run_1/clock_nets.png
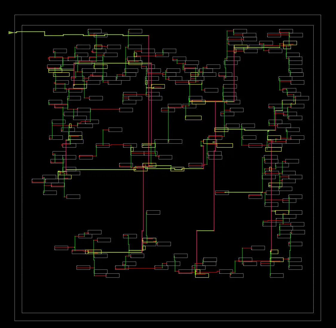
run_1/class_map.png
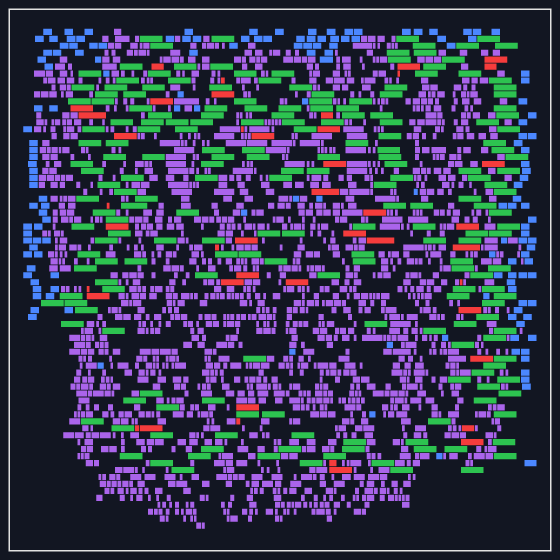
run_1/layers.png
Bar = 50 microns.
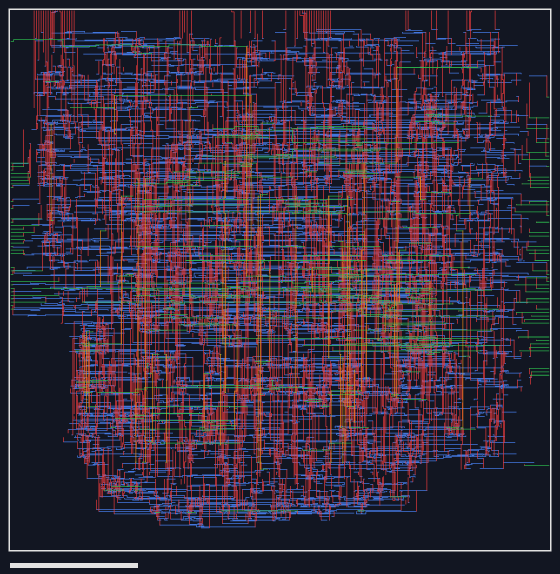
run_1/floorplan.png
Bar = 50 microns. Pins as bars on the die edge.
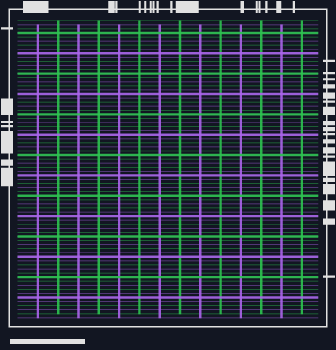
File: config.mk
export PLATFORM = sky130hd
export DESIGN_NAME = muldiv_sequencer
export DESIGN_NICKNAME = d
export VERILOG_FILES = /design/src/rtl/muldiv_sequencer_pkg.sv /design/src/rtl/muldiv_step.sv /design/src/rtl/muldiv_sequencer.sv
export SDC_FILE = /design/constraint.sdc
export NUM_CORES = 1
export LEC_CHECK = 0
export ABC_CLOCK_PERIOD_IN_PS = 12400
export CAP_MARGIN = 25
export CORE_MARGIN = 5
export CORE_UTILIZATION = 42
export DETAILED_ROUTE_END_ITERATION = 8
export GPL_TIMING_DRIVEN = 1
export PLACE_DENSITY_LB_ADDON = 0.1
export SLEW_MARGIN = 15
export SYNTH_ARGS = -nofsm -noshare
export SYNTH_HDL_FRONTEND = slang
export SYNTH_SLANG_ARGS = --single-unit
File: constraint.sdc
create_clock -name Clk -period 12.4 [get_ports Clk]
set_input_delay 2.48 -clock Clk [delete_from_list [all_inputs] [get_ports Clk]]
set_output_delay 2.48 -clock Clk [all_outputs]
set_load 0.005 [all_outputs]
File: src/rtl/muldiv_sequencer_pkg.sv
// Shared encodings for the multi-cycle multiply/divide sequencer:
// the OpDiv operation select and the 2-bit FSM state codes.
package muldiv_sequencer_pkg;

  localparam logic MulDiv_Mul = 1'b0;
  localparam logic MulDiv_Div = 1'b1;

  typedef enum logic [1:0] {
    S_IDLE = 2'd0,
    S_LOAD = 2'd1,
    S_RUN  = 2'd2,
    S_FIX  = 2'd3
  } state_e;

endpackage

File: src/rtl/muldiv_step.sv
// One combinational iteration: shift-add multiply step or restoring divide step
// on unsigned magnitudes. The caller shifts q_bit_o into its working register.
module muldiv_step
  import muldiv_sequencer_pkg::*;
#(
  parameter int WIDTH = 32
) (
  input  logic             op_i,
  input  logic [WIDTH:0]   acc_i,
  input  logic             q_lsb_i,
  input  logic             q_msb_i,
  input  logic [WIDTH-1:0] opnd_i,
  output logic [WIDTH:0]   acc_o,
  output logic             q_bit_o
);

  logic [WIDTH:0] sum;
  logic [WIDTH:0] shifted;
  logic [WIDTH:0] diff;

  always_comb begin
    sum     = acc_i + (q_lsb_i ? {1'b0, opnd_i} : '0);
    shifted = {acc_i[WIDTH-1:0], q_msb_i};
    diff    = shifted - {1'b0, opnd_i};
    if (op_i == MulDiv_Div) begin
      // A borrow out of the trial subtraction means the divisor did not fit
      q_bit_o = ~diff[WIDTH];
      acc_o   = diff[WIDTH] ? shifted : diff;
    end else begin
      q_bit_o = sum[0];
      acc_o   = {1'b0, sum[WIDTH:1]};
    end
  end

endmodule

File: src/rtl/muldiv_sequencer.sv
// Multi-cycle signed MUL/DIV sequencer owning the HI/LO registers; stalls the
// pipeline from Start acceptance until the result is written.
module muldiv_sequencer
  import muldiv_sequencer_pkg::*;
#(
  parameter int WIDTH = 32,
  parameter int CNT_W = 6
) (
  input  logic             Clk,
  input  logic             Reset_n,
  input  logic             Start,
  input  logic             OpDiv,
  input  logic [WIDTH-1:0] A,
  input  logic [WIDTH-1:0] B,
  output logic             Busy,
  output logic             Stall,
  output logic             Done,
  output logic [WIDTH-1:0] Hi,
  output logic [WIDTH-1:0] Lo
);

  state_e             state_q, state_d;
  logic [CNT_W-1:0]   cnt_q, cnt_d;
  logic               op_q, op_d;
  logic               sign_a_q, sign_a_d;
  logic               sign_b_q, sign_b_d;
  logic [WIDTH-1:0]   mag_a_q, mag_a_d;
  logic [WIDTH-1:0]   mag_b_q, mag_b_d;
  logic [WIDTH:0]     acc_q, acc_d;
  logic [WIDTH-1:0]   q_q, q_d;
  logic [WIDTH-1:0]   hi_q, hi_d;
  logic [WIDTH-1:0]   lo_q, lo_d;
  logic               done_q, done_d;

  logic [WIDTH-1:0]   step_opnd;
  logic [WIDTH:0]     step_acc;
  logic               step_bit;
  logic [2*WIDTH-1:0] prod;
  logic [2*WIDTH-1:0] prod_s;
  logic               neg;

  // Most-negative input maps to 2^(WIDTH-1), which still fits unsigned
  function automatic logic [WIDTH-1:0] abs_val(input logic [WIDTH-1:0] x);
    return x[WIDTH-1] ? -x : x;
  endfunction

  assign step_opnd = (op_q == MulDiv_Div) ? mag_b_q : mag_a_q;

  muldiv_step #(.WIDTH(WIDTH)) u_step (
    .op_i    (op_q),
    .acc_i   (acc_q),
    .q_lsb_i (q_q[0]),
    .q_msb_i (q_q[WIDTH-1]),
    .opnd_i  (step_opnd),
    .acc_o   (step_acc),
    .q_bit_o (step_bit)
  );

  assign neg    = sign_a_q ^ sign_b_q;
  assign prod   = {acc_q[WIDTH-1:0], q_q};
  assign prod_s = neg ? -prod : prod;

  always_comb begin
    state_d  = state_q;
    cnt_d    = cnt_q;
    op_d     = op_q;
    sign_a_d = sign_a_q;
    sign_b_d = sign_b_q;
    mag_a_d  = mag_a_q;
    mag_b_d  = mag_b_q;
    acc_d    = acc_q;
    q_d      = q_q;
    hi_d     = hi_q;
    lo_d     = lo_q;
    done_d   = 1'b0;
    case (state_q)
      S_IDLE: begin
        if (Start) begin
          state_d  = S_LOAD;
          op_d     = OpDiv;
          sign_a_d = A[WIDTH-1];
          sign_b_d = B[WIDTH-1];
          mag_a_d  = abs_val(A);
          mag_b_d  = abs_val(B);
        end
      end
      S_LOAD: begin
        acc_d   = '0;
        q_d     = (op_q == MulDiv_Div) ? mag_a_q : mag_b_q;
        cnt_d   = '0;
        state_d = S_RUN;
      end
      S_RUN: begin
        acc_d = step_acc;
        // Divide builds the quotient from the LSB end; multiply retires product bits from the top
        q_d   = (op_q == MulDiv_Div) ? {q_q[WIDTH-2:0], step_bit}
                                     : {step_bit, q_q[WIDTH-1:1]};
        cnt_d = cnt_q + CNT_W'(1);
        if (cnt_q == CNT_W'(WIDTH - 1)) state_d = S_FIX;
      end
      S_FIX: begin
        done_d  = 1'b1;
        state_d = S_IDLE;
        if (op_q == MulDiv_Mul) begin
          hi_d = prod_s[2*WIDTH-1:WIDTH];
          lo_d = prod_s[WIDTH-1:0];
        end else if (mag_b_q == '0) begin
          hi_d = sign_a_q ? -mag_a_q : mag_a_q;
          lo_d = '1;
        end else begin
          hi_d = sign_a_q ? -acc_q[WIDTH-1:0] : acc_q[WIDTH-1:0];
          lo_d = neg ? -q_q : q_q;
        end
      end
    endcase
  end

  always_ff @(posedge Clk or negedge Reset_n) begin
    if (!Reset_n) begin
      state_q  <= S_IDLE;
      cnt_q    <= '0;
      op_q     <= 1'b0;
      sign_a_q <= 1'b0;
      sign_b_q <= 1'b0;
      mag_a_q  <= '0;
      mag_b_q  <= '0;
      acc_q    <= '0;
      q_q      <= '0;
      hi_q     <= '0;
      lo_q     <= '0;
      done_q   <= 1'b0;
    end else begin
      state_q  <= state_d;
      cnt_q    <= cnt_d;
      op_q     <= op_d;
      sign_a_q <= sign_a_d;
      sign_b_q <= sign_b_d;
      mag_a_q  <= mag_a_d;
      mag_b_q  <= mag_b_d;
      acc_q    <= acc_d;
      q_q      <= q_d;
      hi_q     <= hi_d;
      lo_q     <= lo_d;
      done_q   <= done_d;
    end
  end

  assign Busy  = (state_q != S_IDLE);
  assign Stall = Busy | (Start & (state_q == S_IDLE));
  assign Done  = done_q;
  assign Hi    = hi_q;
  assign Lo    = lo_q;

endmodule

==> metrics.sh, run 1 <==
RUN_STATUS='complete, no violations'
SYNTH_SEQ_SHARE_PCT=30.18
SETUP_VIOL=0
TIMING_HOLD_VIOLATIONS_FINAL=0
SYNTH-MAIN-FF-CELL='sky130_fd_sc_hd__dfrtp_1'
YS_ASYNC_SR_FRACTION_PCT=100.0
CTS_TREE='built'
VIAS=15790
SYNTHCELLS=2043
YOSYS_WARNINGS=0
WL_MET2_MICRONS=25710
SETUP.WORST_PATH.START_CLASS='flop'
CLOCK_TREE.ROOT_CELL='sky130_fd_sc_hd__clkbuf_16'
ANTENNA_CELLS_INSERTED=0
GRT_USE_MET3_PCT=4.099
GRT_ANTENNA_BEFORE_REPAIR=0
ROUTED_WIRE_PER_STD_CELL_MICRONS=21.89
LARGEST_REG_FLOPS=33
DP.FINAL_HPWL_MICRONS=43860
ROUTE.LAYER.MET1.WL_MICRONS=25460
FINAL_CELL_AREA_SQ_MM=0.01955
YS_CELLS=2043
CP_SLOWEST_CELL='sky130_fd_sc_hd__dfrtp_4'
MET3WIRELENGTH_MICRONS=4275
INITIALDRTVIOLATIONCOUNT=1359
TIMING.FINAL.CRIT_SHARE_PCT=53.81
TRITONCTS.NUM_BUFFERS=24
CRITPATHMOSTFREQUENTCELL='sky130_fd_sc_hd__o21ai_0'
FLOORPLANUTILIZATION_PCT=42.59
POSTROUTEWIRELENGTH_MICRONS=57610
POWER.LEAKAGE_nW=8.000
YOSYS.CELL_TYPES.COUNT=77
GRT_REMAINING_OVERFLOW=0
TIMING.CRITICAL_PATH.BUF_INV=2
DRCVIOLATIONCOUNT=0
SLEW_VIOL_FINAL=0
TOTALNEGATIVESETUPSLACK_NS=0
DIE-HEIGHT_MICRONS=211.2
FLOORPLAN.IO_PINS=135
CRITICAL-PATH-TOP-DELAY-FAMILY='AND-OR/OR-AND gates'
GRT_UTIL_MET1_PCT=35.77
CRIT_CHAIN='buf_4, o21ai_0, ha_1, fa_1, nand3b_1, a21boi_0, a31oi_1, o21ai_0, a31oi_1, o211a_1, o21ai_0, a31oi_1, o21ai_0, ha_1, buf_4, nor3b_1, nor3_1, o311ai_0, a21oi_1, o21a_1, a211oi_1, a211oi_1'
FINAL_CELL_COUNT_NO_FILL=2632
CLKSLEWWORSTSETUPHOLDPATHS_NS=0.06
LAYOUT.NETS=2236
DESIGN.CORE.AREA_SQ_MM=0.03991
SYNTH.FF_LATCH_COUNT=205
SYNTH.CELLS.MOST_FREQUENT='239 x sky130_fd_sc_hd__nand2_1, 220 x sky130_fd_sc_hd__nor2_1, 207 x sky130_fd_sc_hd__o21ai_0'
FINAL_CELL_MIX='238 x sky130_fd_sc_hd__nand2_1, 219 x sky130_fd_sc_hd__nor2_1, 207 x sky130_fd_sc_hd__o21ai_0'
WORST-ENDPOINT-ARRIVAL_NS=7.10
SYNTHESIS_AREA_PER_YOSYS_SQ_MM=0.01700
SYNTH.NET_COUNT=2189
CRITICAL-PATH-MAX-STAGE-DELAY_NS=0.88
WORST_PIN_SLEW_NS=0.8915
AVGSYNTHCELLAREA_SQ_UM=8.321
END_KIND='flop'
FP.DIEAREA_SQ_MM=0.04460
IR_WORST_VDD_mV=0.1417
LARGEST_AREA_CELL='sky130_fd_sc_hd__dfrtp_1'
YOSYS.AREA.TOP_TYPE_SHARE_PCT=30.18
SYNTH.CELL_AREA_SQ_MM=0.01700
ROUTE.TOP_LAYER_USED='met4'
CLOCK_LATENCY_NS=0.53
LARGEST-REGISTER='acc_q'
GROUTE.USAGE.OVERALL_PCT=25.07
POST-CTS-SETUP-BUFFERS=0
POWER_PER_CELL_AREA_mW_PER_MM2=351.3
RSZ_0062_RAISED_AFTER_GLOBAL_ROUTING='false'
AREA_LEADERS='sky130_fd_sc_hd__dfrtp_1 30%, sky130_fd_sc_hd__xor2_1 6.1%, sky130_fd_sc_hd__o21ai_0 6.1%, sky130_fd_sc_hd__xnor2_1 5.7%, sky130_fd_sc_hd__ha_1 5.6%'
MIN_PERIOD_NS=6.673
WORSTHOLDPATHTYPE='flop to flop'
DETAILEDROUTE.FIRSTPASSITERATIONCOUNT=7
AREA_DELTA_SYNTH_FINAL_PCT=15.00
PLACED_AREA_SQ_MM=0.01869
WORSTPATHMAXFANOUT=50
MI_LOGIC_AREA_SQ_MM=0.01123
SETUP.WORST_PATH.CLASS='flop to flop'
ROWS=73
CLK_PATH_BUF_DEPTH=3
CTS-HOLD-FIX-BUFFERS=0
FINALHOLDWORSTSLACK_NS=0.4932
FINAL_ANTENNA_NET_COUNT=0
CTS_SINKS=205
GRT_FIRST_PASS_WIRELENGTH_MICRONS=88880
ENABLE_FLOP_CELLS=0
HORIZONTAL_DIE_DIMENSION_MICRONS=211.2
GRT_START_MAX_NET_PINS=107
MAX_CAP_VIOLATIONS=0
CLOCK_TREE.HTREE_LEVEL_COUNT=1
RELSLEWSLACK_PCT=40.38
REGAREA_SQ_MM=0.005135
CRITPATHREQUIREDTIME_NS=12.83
PLACEMENT.IO_BUFFERS=134
OPENROAD_WARNING_COUNT=32
ROUTABILITYCONGESTION=0.9612
TOP_USAGE_LAYER='met2'
SYNTHMOSTINSTANTIATEDCELL='sky130_fd_sc_hd__nand2_1'
DP.CELLS=2588
MOSTFREQUENTLAYOUTCELL='sky130_fd_sc_hd__nand2_1'
POST_CTS_RESIZED=0
VIAS_PER_INST=5.997
MAXIMUM_CLOCK_FREQUENCY_MHz=149.9
MET2_GLOBAL_ROUTE_USAGE_PCT=38.95
VIAS_IN_THE_FIRST_GLOBAL_ROUTE=15100
LAYOUT-DRIVE-GT1-SHARE_PCT=6.645
NUM-FILL-CELLS=3896
Notes on clock_nets.png above:
final sequential cell count: 205
largest clock skew in the final design: 0.01309 ns

Notes on class_map.png above:
Green marks sequential cells, cells 205. Purple marks remaining logic cells, cells 1705. Blue marks remaining buffers and delay cells, cells 154. Red marks clock drivers and dummy loads, cells 43.

Notes on layers.png above:
Red marks M2, wire length 25.7 mm. Green marks M3, wire length 4280 microns. Orange marks M4, wire length 2160 microns. Blue marks M1, wire length 25.5 mm.

Notes on floorplan.png above:
Green marks VDD. Purple marks VSS.
14 straps on met4. 14 straps on met5. 135 signal pins sit on the boundary. The core has 73 rows.

-- run 1: through the flow --
step	util [%]	power (mW)	setup slack (ns)
final	48.98	6.868	5.727
after global routing	48.98	7.392	5.469
after CTS	48.94	6.825	5.943
after detailed placement	46.82	6.039	5.990
after global placement	46.80	5.989	6.209
after floorplan	-	4.618	7.245
-- run 1: worst paths after layout --
check,startpoint,endpoint,slack [ns],cells after the start
max,op_q$_DFFE_PN0P_,acc_q[30]$_DFFE_PN0P_,5.73,22
min in group asynchronous,Reset_n,cnt_q[2]$_DFFE_PN0P_,2.05,1
min,Lo[7]$_DFFE_PN0P_,Lo[7]$_DFFE_PN0P_,0.49,1
max reg2reg,op_q$_DFFE_PN0P_,acc_q[30]$_DFFE_PN0P_,5.73,22
max in group asynchronous,Reset_n,op_q$_DFFE_PN0P_,8.31,3
min reg2reg,Lo[7]$_DFFE_PN0P_,Lo[7]$_DFFE_PN0P_,0.49,1
-- run 1: power by group --
part           switching (mW)  total [mW]  internal (mW)
registers               0.641        1.63          0.985
logic                    2.57        4.48           1.91
clock network           0.291       0.765          0.474
total                    3.50        6.87           3.37
-- run 1: kinds of logic after synthesis --
kind of cell    Yosys count  synth area share [%]
compound gates          579                 21.76
flops                   205                 30.18
simple gates            679                 18.58
xor+xnor                230                 11.85
buf+inv                 182                 4.019
fa+ha+maj                78                 5.829
mux                      90                 7.794
-- run 1: cell type report --
| cell class | instances | share of cell area, % |
|---|---|---|
| inverter | 49 | 0.9408 |
| multi-input combinational | 1656 | 57.42 |
| sequential | 205 | 26.27 |
| timing repair buffer | 154 | 7.674 |
| tap | 525 | 3.360 |
| clock buffer | 34 | 3.578 |
| clock inverter | 9 | 0.7616 |
run_1/clock_wires.png
Bar = 50 microns.
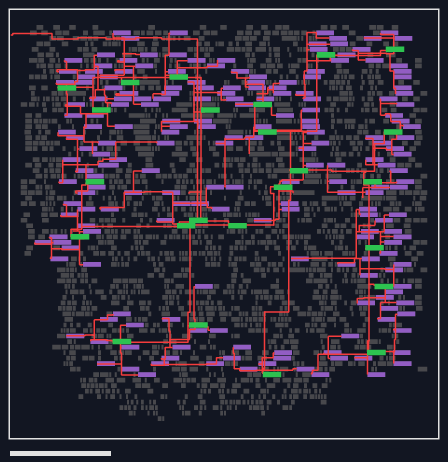

--- run 2 (diff from run 1) ---
--- a/config.mk
+++ b/config.mk
@@ -5,7 +5,7 @@
 export SDC_FILE = /design/constraint.sdc
 export NUM_CORES = 1
 export LEC_CHECK = 0
-export ABC_CLOCK_PERIOD_IN_PS = 12400
+export ABC_CLOCK_PERIOD_IN_PS = 6400
 export CAP_MARGIN = 25
 export CORE_MARGIN = 5
 export CORE_UTILIZATION = 42
==> constraint.sdc (replaced) <==
create_clock -name Clk -period 6.4 [get_ports Clk]
set_input_delay 1.28 -clock Clk [delete_from_list [all_inputs] [get_ports Clk]]
set_output_delay 1.28 -clock Clk [all_outputs]
set_load 0.005 [all_outputs]
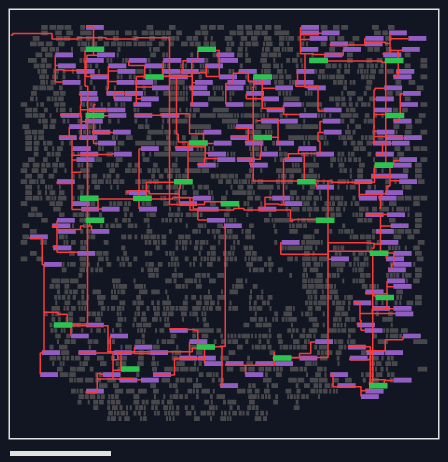
run_2/clock_wires.png
Bar = 50 microns.
Green marks clock-net drivers, count 25. Red marks clock wires, length 3250 microns. Purple marks flip-flops, count 205.
There are 26 routed clock nets. Position of the flops: widely spread.

==> metrics.sh, run 2 <==
CLOCK_TREE.ROOT_CELL='sky130_fd_sc_hd__clkbuf_16'
FINALHOLDWORSTSLACK_NS=0.4944
WORSTHOLDPATHCELLS=1
YOSYS.AREA.TOP_TYPE_SHARE_PCT=30.18
FINAL_CELL_AREA_SQ_MM=0.01954
RSZ_0062_RAISED_AFTER_GLOBAL_ROUTING='false'
DP.FINAL_HPWL_MICRONS=45400
SYNTH-MAIN-FF-CELL='sky130_fd_sc_hd__dfrtp_1'
DRCVIOLATIONCOUNT=0
MAX_CAP_VIOLATIONS=0
TOTALNEGATIVESETUPSLACK_NS=0
SETUP.WORST_PATH.CLASS='flop to flop'
AREA_DELTA_SYNTH_FINAL_PCT=14.93
REG2REG_FROM='op_q$_DFFE_PN0P_'
CLOCK_TREE.HTREE_LEVEL_COUNT=1
ROUTED_WIRE_PER_STD_CELL_MICRONS=22.63
WORSTHOLDPATHTYPE='flop to flop'
GRT_UTIL_MET1_PCT=36.96
SYNTH.FF_LATCH_COUNT=205
VIAS_IN_THE_FIRST_GLOBAL_ROUTE=15040
YS_CELLS=2043
CRITPATHREQUIREDTIME_NS=6.82
CTS_SINKS=205
POWER_PER_CELL_AREA_mW_PER_MM2=685.3
SYNTH_SEQ_SHARE_PCT=30.18
FLOORPLANUTILIZATION_PCT=42.59
GRT_REMAINING_OVERFLOW=0
CTS_TREE='built'
PLACED_AREA_SQ_MM=0.01871
FINCLKSKEW_NS=0.01398
SYNTH.CELL_AREA_SQ_MM=0.01700
SYNTHESIS_AREA_PER_YOSYS_SQ_MM=0.01700
REG2REG_TO='acc_q[5]$_DFFE_PN0P_'
HOLD_PATH_SINK='Lo[12]$_DFFE_PN0P_'
TIMING_HOLD_VIOLATIONS_FINAL=0
NUM-FILL-CELLS=3873
POWER.LEAKAGE_nW=7.988
GRT_USE_MET3_PCT=3.876
GRT_FIRST_PASS_WIRELENGTH_MICRONS=90720
MET2_GLOBAL_ROUTE_USAGE_PCT=40.47
SLEW_VIOL_FINAL=0
FINAL_CELL_COUNT_NO_FILL=2634
CRITPATHMOSTFREQUENTCELL='sky130_fd_sc_hd__o21ai_0'
FINAL_ANTENNA_NET_COUNT=0
INITIALDRTVIOLATIONCOUNT=1543
LARGEST-REGISTER='acc_q'
LAYOUT-DRIVE-GT1-SHARE_PCT=6.689
PLACEMENT.IO_BUFFERS=134
ROUTABILITYCONGESTION=0.9263
DETAILEDROUTE.FIRSTPASSITERATIONCOUNT=6
MAXIMUM_CLOCK_FREQUENCY_MHz=171.3
WL_MET2_MICRONS=26770
LARGEST_REG_FLOPS=33
GRT_START_MAX_NET_PINS=107
VIAS_PER_INST=5.996
END_KIND='flop'
POSTROUTEWIRELENGTH_MICRONS=59600
MOSTFREQUENTLAYOUTCELL='sky130_fd_sc_hd__nand2_1'
CRITICAL-PATH-TOP-DELAY-FAMILY='AND-OR/OR-AND gates'
SYNTHMOSTINSTANTIATEDCELL='sky130_fd_sc_hd__nand2_1'
R2R.WORST_PATH.CELLS=17
FP.DIEAREA_SQ_MM=0.04460
IR_WORST_VDD_mV=0.2877
CLK_PATH_BUF_DEPTH=3
RELSLEWSLACK_PCT=40.15
TOP_USAGE_LAYER='met2'
MET3WIRELENGTH_MICRONS=3756
POST_CTS_RESIZED=0
SYNTH.NET_COUNT=2189
MIN_PERIOD_NS=5.837
POST-CTS-SETUP-BUFFERS=0
RUN_STATUS='complete, no violations'
REG2REG_SETUP_SLACK_NS=0.56
YOSYS_WARNINGS=0
ENABLE_FLOP_CELLS=0
VIAS=15790
SETUP.WORST_PATH.START_CLASS='flop'
DIE-HEIGHT_MICRONS=211.2
GRT_ANTENNA_BEFORE_REPAIR=0
WORST_PIN_SLEW_NS=0.8950
LARGEST_AREA_CELL='sky130_fd_sc_hd__dfrtp_1'
FLOORPLAN.IO_PINS=135
ROWS=73
LAYOUT.NETS=2236
YS_ASYNC_SR_FRACTION_PCT=100.0
HORIZONTAL_DIE_DIMENSION_MICRONS=211.2
WORST-ENDPOINT-ARRIVAL_NS=6.26
SYNTH.CELLS.MOST_FREQUENT='239 x sky130_fd_sc_hd__nand2_1, 220 x sky130_fd_sc_hd__nor2_1, 207 x sky130_fd_sc_hd__o21ai_0'
DESIGN.CORE.AREA_SQ_MM=0.03991
SYNTHCELLS=2043
TRITONCTS.NUM_BUFFERS=25
CTS-HOLD-FIX-BUFFERS=0
CRITICAL-PATH-MAX-STAGE-DELAY_NS=0.83
ROUTE.LAYER.MET1.WL_MICRONS=27060
AVGSYNTHCELLAREA_SQ_UM=8.321
DP.CELLS=2587
FINAL_CELL_MIX='238 x sky130_fd_sc_hd__nand2_1, 219 x sky130_fd_sc_hd__nor2_1, 207 x sky130_fd_sc_hd__o21ai_0'
TIMING.CRITICAL_PATH.BUF_INV=1
GROUTE.USAGE.OVERALL_PCT=25.78
CLKSLEWWORSTSETUPHOLDPATHS_NS=0.06
AREA_LEADERS='sky130_fd_sc_hd__dfrtp_1 30%, sky130_fd_sc_hd__xor2_1 6.1%, sky130_fd_sc_hd__o21ai_0 6.1%, sky130_fd_sc_hd__xnor2_1 5.7%, sky130_fd_sc_hd__ha_1 5.6%'
WORSTPATHMAXFANOUT=41
CLOCK_LATENCY_NS=0.55
MIN_FROM='Lo[12]$_DFFE_PN0P_'
SETUP_VIOL=0
ROUTE.TOP_LAYER_USED='met4'
CRIT_CHAIN='o21ai_0, ha_1, fa_1, nand3b_1, a21boi_0, a31oi_1, o21ai_0, a31oi_1, o211a_1, o21ai_0, a31oi_1, o21ai_0, ha_1, buf_4, mux2_2, a21oi_1, o2bb2ai_1'
OPENROAD_WARNING_COUNT=36
CP_SLOWEST_CELL='sky130_fd_sc_hd__dfrtp_4'
TIMING.FINAL.CRIT_SHARE_PCT=91.21
YOSYS.CELL_TYPES.COUNT=77
run 2: through the flow:
stage	util [%]	setup WS (ns)	total power, mW
finish	48.95	0.5629	13.39
CTS	48.92	0.6915	13.30
global placement	46.87	0.8640	11.74
global route	48.95	0.1786	14.40
detailed placement	46.87	0.7539	11.81
floorplan	-	1.325	8.947
run 2: cell families after synthesis:
group                      Yosys count  share of synthesized area (%)
adders and majority gates           78                          5.829
buffers and inverters              182                          4.019
AOI/OAI and AO/OA                  579                          21.76
xor gates and xnor gates           230                          11.85
muxes                               90                          7.794
DFF                                205                          30.18
and+or+nand+nor                    679                          18.58
run 2: worst max-delay path by stage:
stage	cells past startpoint	startpoint	slack, ns	end
4_1_cts	17	op_q$_DFFE_PN0P_	0.69	acc_q[5]$_DFFE_PN0P_
6_report	17	op_q$_DFFE_PN0P_	0.56	acc_q[5]$_DFFE_PN0P_
3_3_place_gp	17	op_q$_DFFE_PN0P_	0.86	q_q[0]$_DFFE_PN0P_
5_1_grt	17	op_q$_DFFE_PN0P_	0.18	acc_q[11]$_DFFE_PN0P_
3_5_place_dp	17	op_q$_DFFE_PN0P_	0.75	acc_q[4]$_DFFE_PN0P_
2_1_floorplan	20	op_q$_DFFE_PN0P_	1.33	acc_q[12]$_DFFE_PN0P_
run 2: cell type report:
type / instances / area (sq um) / area share (%)
Multi-Input combinational cell: 1656 / 11230 / 57.45
Sequential cell: 205 / 5135 / 26.28
Timing Repair Buffer: 153 / 1516 / 7.761
Clock buffer: 34 / 699.4 / 3.580
Tap cell: 525 / 656.9 / 3.362
Inverter: 49 / 183.9 / 0.9413
Clock inverter: 11 / 118.9 / 0.6084
Antenna cell: 1 / 2.502 / 0.01281
run 2: power breakdown:
group | internal (mW) | switching [mW]
registers | 1.91 | 1.23
clock network | 0.846 | 0.596
logic | 3.72 | 5.09
--- run 3 (diff from run 2) ---
--- a/config.mk
+++ b/config.mk
@@ -9,6 +9,7 @@
 export CAP_MARGIN = 25
 export CORE_MARGIN = 5
 export CORE_UTILIZATION = 42
+export CTS_CLUSTER_SIZE = 16
 export DETAILED_ROUTE_END_ITERATION = 8
 export GPL_TIMING_DRIVEN = 1
 export PLACE_DENSITY_LB_ADDON = 0.1
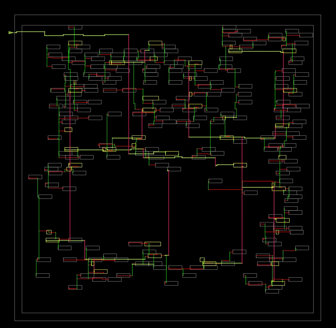
run_3/clock_nets.png
number of buffers created by CTS: 25
largest clock skew in the final design: 0.01398 ns
count of clock buffers in the final design: 34
clock sink total: 205

==> metrics.sh, run 3 <==
RUN_STATUS='complete, no violations'
WORSTHOLDPATHCELLS=1
GROUTE.USAGE.OVERALL_PCT=25.78
CRITPATHREQUIREDTIME_NS=6.82
SYNTH-MAIN-FF-CELL='sky130_fd_sc_hd__dfrtp_1'
SETUP.WORST_PATH.CLASS='flop to flop'
DRCVIOLATIONCOUNT=0
FINALWORSTSETUPSLACK_NS=0.5629
CTS_TREE='built'
TIMING.FINAL.CRIT_SHARE_PCT=91.21
YOSYS.CELL_TYPES.COUNT=77
GRT_ANTENNA_BEFORE_REPAIR=0
TIMING_HOLD_VIOLATIONS_FINAL=0
POSTROUTEWIRELENGTH_MICRONS=59600
LAYOUT-DRIVE-GT1-SHARE_PCT=6.689
SYNTHSIMPLEGATEAREAFRAC_PCT=18.58
LAYOUT.NETS=2236
FINALHOLDWORSTSLACK_NS=0.4944
COMB_POWER_SHARE_PCT=65.8
AREA_DELTA_SYNTH_FINAL_PCT=14.93
VIAS_IN_THE_FIRST_GLOBAL_ROUTE=15040
FP.DIEAREA_SQ_MM=0.04460
CP_SLOWEST_CELL='sky130_fd_sc_hd__dfrtp_4'
SYNTH.CELL_AREA_SQ_MM=0.01700
PWR-SHARE-SEQ_PCT=23.5
FLOORPLANUTILIZATION_PCT=42.59
AVGSYNTHCELLAREA_SQ_UM=8.321
DESIGN.CORE.AREA_SQ_MM=0.03991
CLOCK_LATENCY_NS=0.55
DP.FINAL_HPWL_MICRONS=45400
WORSTHOLDPATHTYPE='flop to flop'
DETAILEDROUTE.FIRSTPASSITERATIONCOUNT=6
SYNTH.CELLS.MOST_FREQUENT='239 x sky130_fd_sc_hd__nand2_1, 220 x sky130_fd_sc_hd__nor2_1, 207 x sky130_fd_sc_hd__o21ai_0'
LARGEST-REGISTER='acc_q'
ROUTABILITYCONGESTION=0.9263
PRE_CTS_SLACK_NS=0.7539
TOTALPOWERFINAL_mW=13.39
POWER_PER_CELL_AREA_mW_PER_MM2=685.3
DESIGN_INTERNAL_POWER_mW=6.469
SYNTH.FF_LATCH_COUNT=205
YS_CELLS=2043
PLACEMENT.IO_BUFFERS=134
SYNTH_ADDER_AREA_SHARE_PCT=5.829
YOSYS.AREA.TOP_TYPE_SHARE_PCT=30.18
WORST_PIN_SLEW_NS=0.8950
ROUTED_WIRE_PER_STD_CELL_MICRONS=22.63
AREA_LEADERS='sky130_fd_sc_hd__dfrtp_1 30%, sky130_fd_sc_hd__xor2_1 6.1%, sky130_fd_sc_hd__o21ai_0 6.1%, sky130_fd_sc_hd__xnor2_1 5.7%, sky130_fd_sc_hd__ha_1 5.6%'
GRT_FIRST_PASS_WIRELENGTH_MICRONS=90720
MIN_PERIOD_NS=5.837
SYNTH_SEQ_SHARE_PCT=30.18
MAXIMUM_CLOCK_FREQUENCY_MHz=171.3
FLOORPLAN.IO_PINS=135
SLEW_VIOL_FINAL=0
CLOCK_TREE.ROOT_CELL='sky130_fd_sc_hd__clkbuf_16'
CRITPATHMOSTFREQUENTCELL='sky130_fd_sc_hd__o21ai_0'
SYNTHAOIAREAFRAC_PCT=21.76
TIMING.CRITICAL_PATH.BUF_INV=1
SETUP.WORST_PATH.START_CLASS='flop'
YOSYS_WARNINGS=0
SWITCHING_PART_OF_THE_TOTAL_PCT=51.69
CRITICAL-PATH-MAX-STAGE-DELAY_NS=0.83
WORSTPATHMAXFANOUT=41
END_KIND='flop'
CRITICAL-PATH-TOP-DELAY-FAMILY='AND-OR/OR-AND gates'
DIE-HEIGHT_MICRONS=211.2
MOSTFREQUENTLAYOUTCELL='sky130_fd_sc_hd__nand2_1'
POST_CTS_RESIZED=0
CLK_PATH_BUF_DEPTH=3
SETUP_VIOL=0
INITIALDRTVIOLATIONCOUNT=1543
RSZ_0062_RAISED_AFTER_GLOBAL_ROUTING='false'
GRT_REMAINING_OVERFLOW=0
FINAL_CELL_MIX='238 x sky130_fd_sc_hd__nand2_1, 219 x sky130_fd_sc_hd__nor2_1, 207 x sky130_fd_sc_hd__o21ai_0'
SYNTHMOSTINSTANTIATEDCELL='sky130_fd_sc_hd__nand2_1'
CLOCKPOWERSHARE_PCT=10.8
ENABLE_FLOP_CELLS=0
CLOCK_TREE.HTREE_LEVEL_COUNT=1
YS_ASYNC_SR_FRACTION_PCT=100.0
ROWS=73
FINALCOREUTILIZATION_PCT=48.95
CRITICAL_PATH_CELL_COUNT=17
HORIZONTAL_DIE_DIMENSION_MICRONS=211.2
WORST-ENDPOINT-ARRIVAL_NS=6.26
RELSLEWSLACK_PCT=40.15
VIAS_PER_INST=5.996
CTS-HOLD-FIX-BUFFERS=0
CLKSLEWWORSTSETUPHOLDPATHS_NS=0.06
FINAL_ANTENNA_NET_COUNT=0
OPENROAD_WARNING_COUNT=36
PSW_mW=6.921
TOTALNEGATIVESETUPSLACK_NS=0
SYNTH.NET_COUNT=2189
CRIT_CHAIN='o21ai_0, ha_1, fa_1, nand3b_1, a21boi_0, a31oi_1, o21ai_0, a31oi_1, o211a_1, o21ai_0, a31oi_1, o21ai_0, ha_1, buf_4, mux2_2, a21oi_1, o2bb2ai_1'
TOPCOMBFAMILYBYAREA='AND-OR/OR-AND gates'
R2R.WORST_PATH.CELLS=17
MAX_CAP_VIOLATIONS=0
MUX_SHARE_PCT=7.794
SYNTHESIS_AREA_PER_YOSYS_SQ_MM=0.01700
IR_WORST_VDD_mV=0.2877
XOR_AREA_SHARE_PCT=11.85
VIAS=15790
POST-CTS-SETUP-BUFFERS=0
LARGEST_REG_FLOPS=33
SYNTHCELLS=2043
GRT_START_MAX_NET_PINS=107
LARGEST_AREA_CELL='sky130_fd_sc_hd__dfrtp_1'
POWER.LEAKAGE_nW=7.988
run 3: cell counts after synthesis:
No cell type changed its count.
run 3: worst paths after layout:
path / from / to / slack [ns]
min in group asynchronous: Reset_n / cnt_q[5]$_DFFE_PN0P_ / 0.83
worst min register to register: Lo[12]$_DFFE_PN0P_ / Lo[12]$_DFFE_PN0P_ / 0.49
worst max register to register: op_q$_DFFE_PN0P_ / acc_q[5]$_DFFE_PN0P_ / 0.56
max in group asynchronous: Reset_n / sign_a_q$_DFFE_PN0P_ / 4.41
worst max-delay path: op_q$_DFFE_PN0P_ / acc_q[5]$_DFFE_PN0P_ / 0.56
worst min-delay path: Lo[12]$_DFFE_PN0P_ / Lo[12]$_DFFE_PN0P_ / 0.49
run 3: area by class of cell:
cell class | count | area [sq um]
timing repair buffer | 153 | 1516
inverter | 49 | 183.9
clock inverter | 11 | 118.9
sequential | 205 | 5135
fill | 3873 | 20380
clock buffer | 34 | 699.4
multi-input combinational | 1656 | 11230
tap | 525 | 656.9
antenna | 1 | 2.502
run 3: routing by layer:
metal | up-vias | part of all wire, % | GRT usage [%]
li1 | 7477 | - | -
met1 | 7688 | 45 | 36.96
met2 | 530 | 45 | 40.47
met3 | 98 | 6.3 | 3.876
met4 | 0 | 3.4 | 7.758
met5 | - | 0 | 0
run 3: metrics by stage:
stage	instances	cell area, sq um
global placement	2587	18710
floorplan	2043	17000
global route	2633	19540
detailed placement	2587	18710
CTS	2632	19530
finish	2634	19540
run 3: power by group through the flow:
stage          registers [mW]  clock network [mW]  logic, mW
4_1_cts                  3.11                1.46       8.72
6_report                 3.14                1.44       8.81
5_1_grt                  3.20                1.52       9.68
3_5_place_dp             3.13                   0       8.67
3_3_place_gp             3.12                   0       8.62
2_1_floorplan            2.43                   0       6.52
Power is estimated from default activity; no workload was simulated.
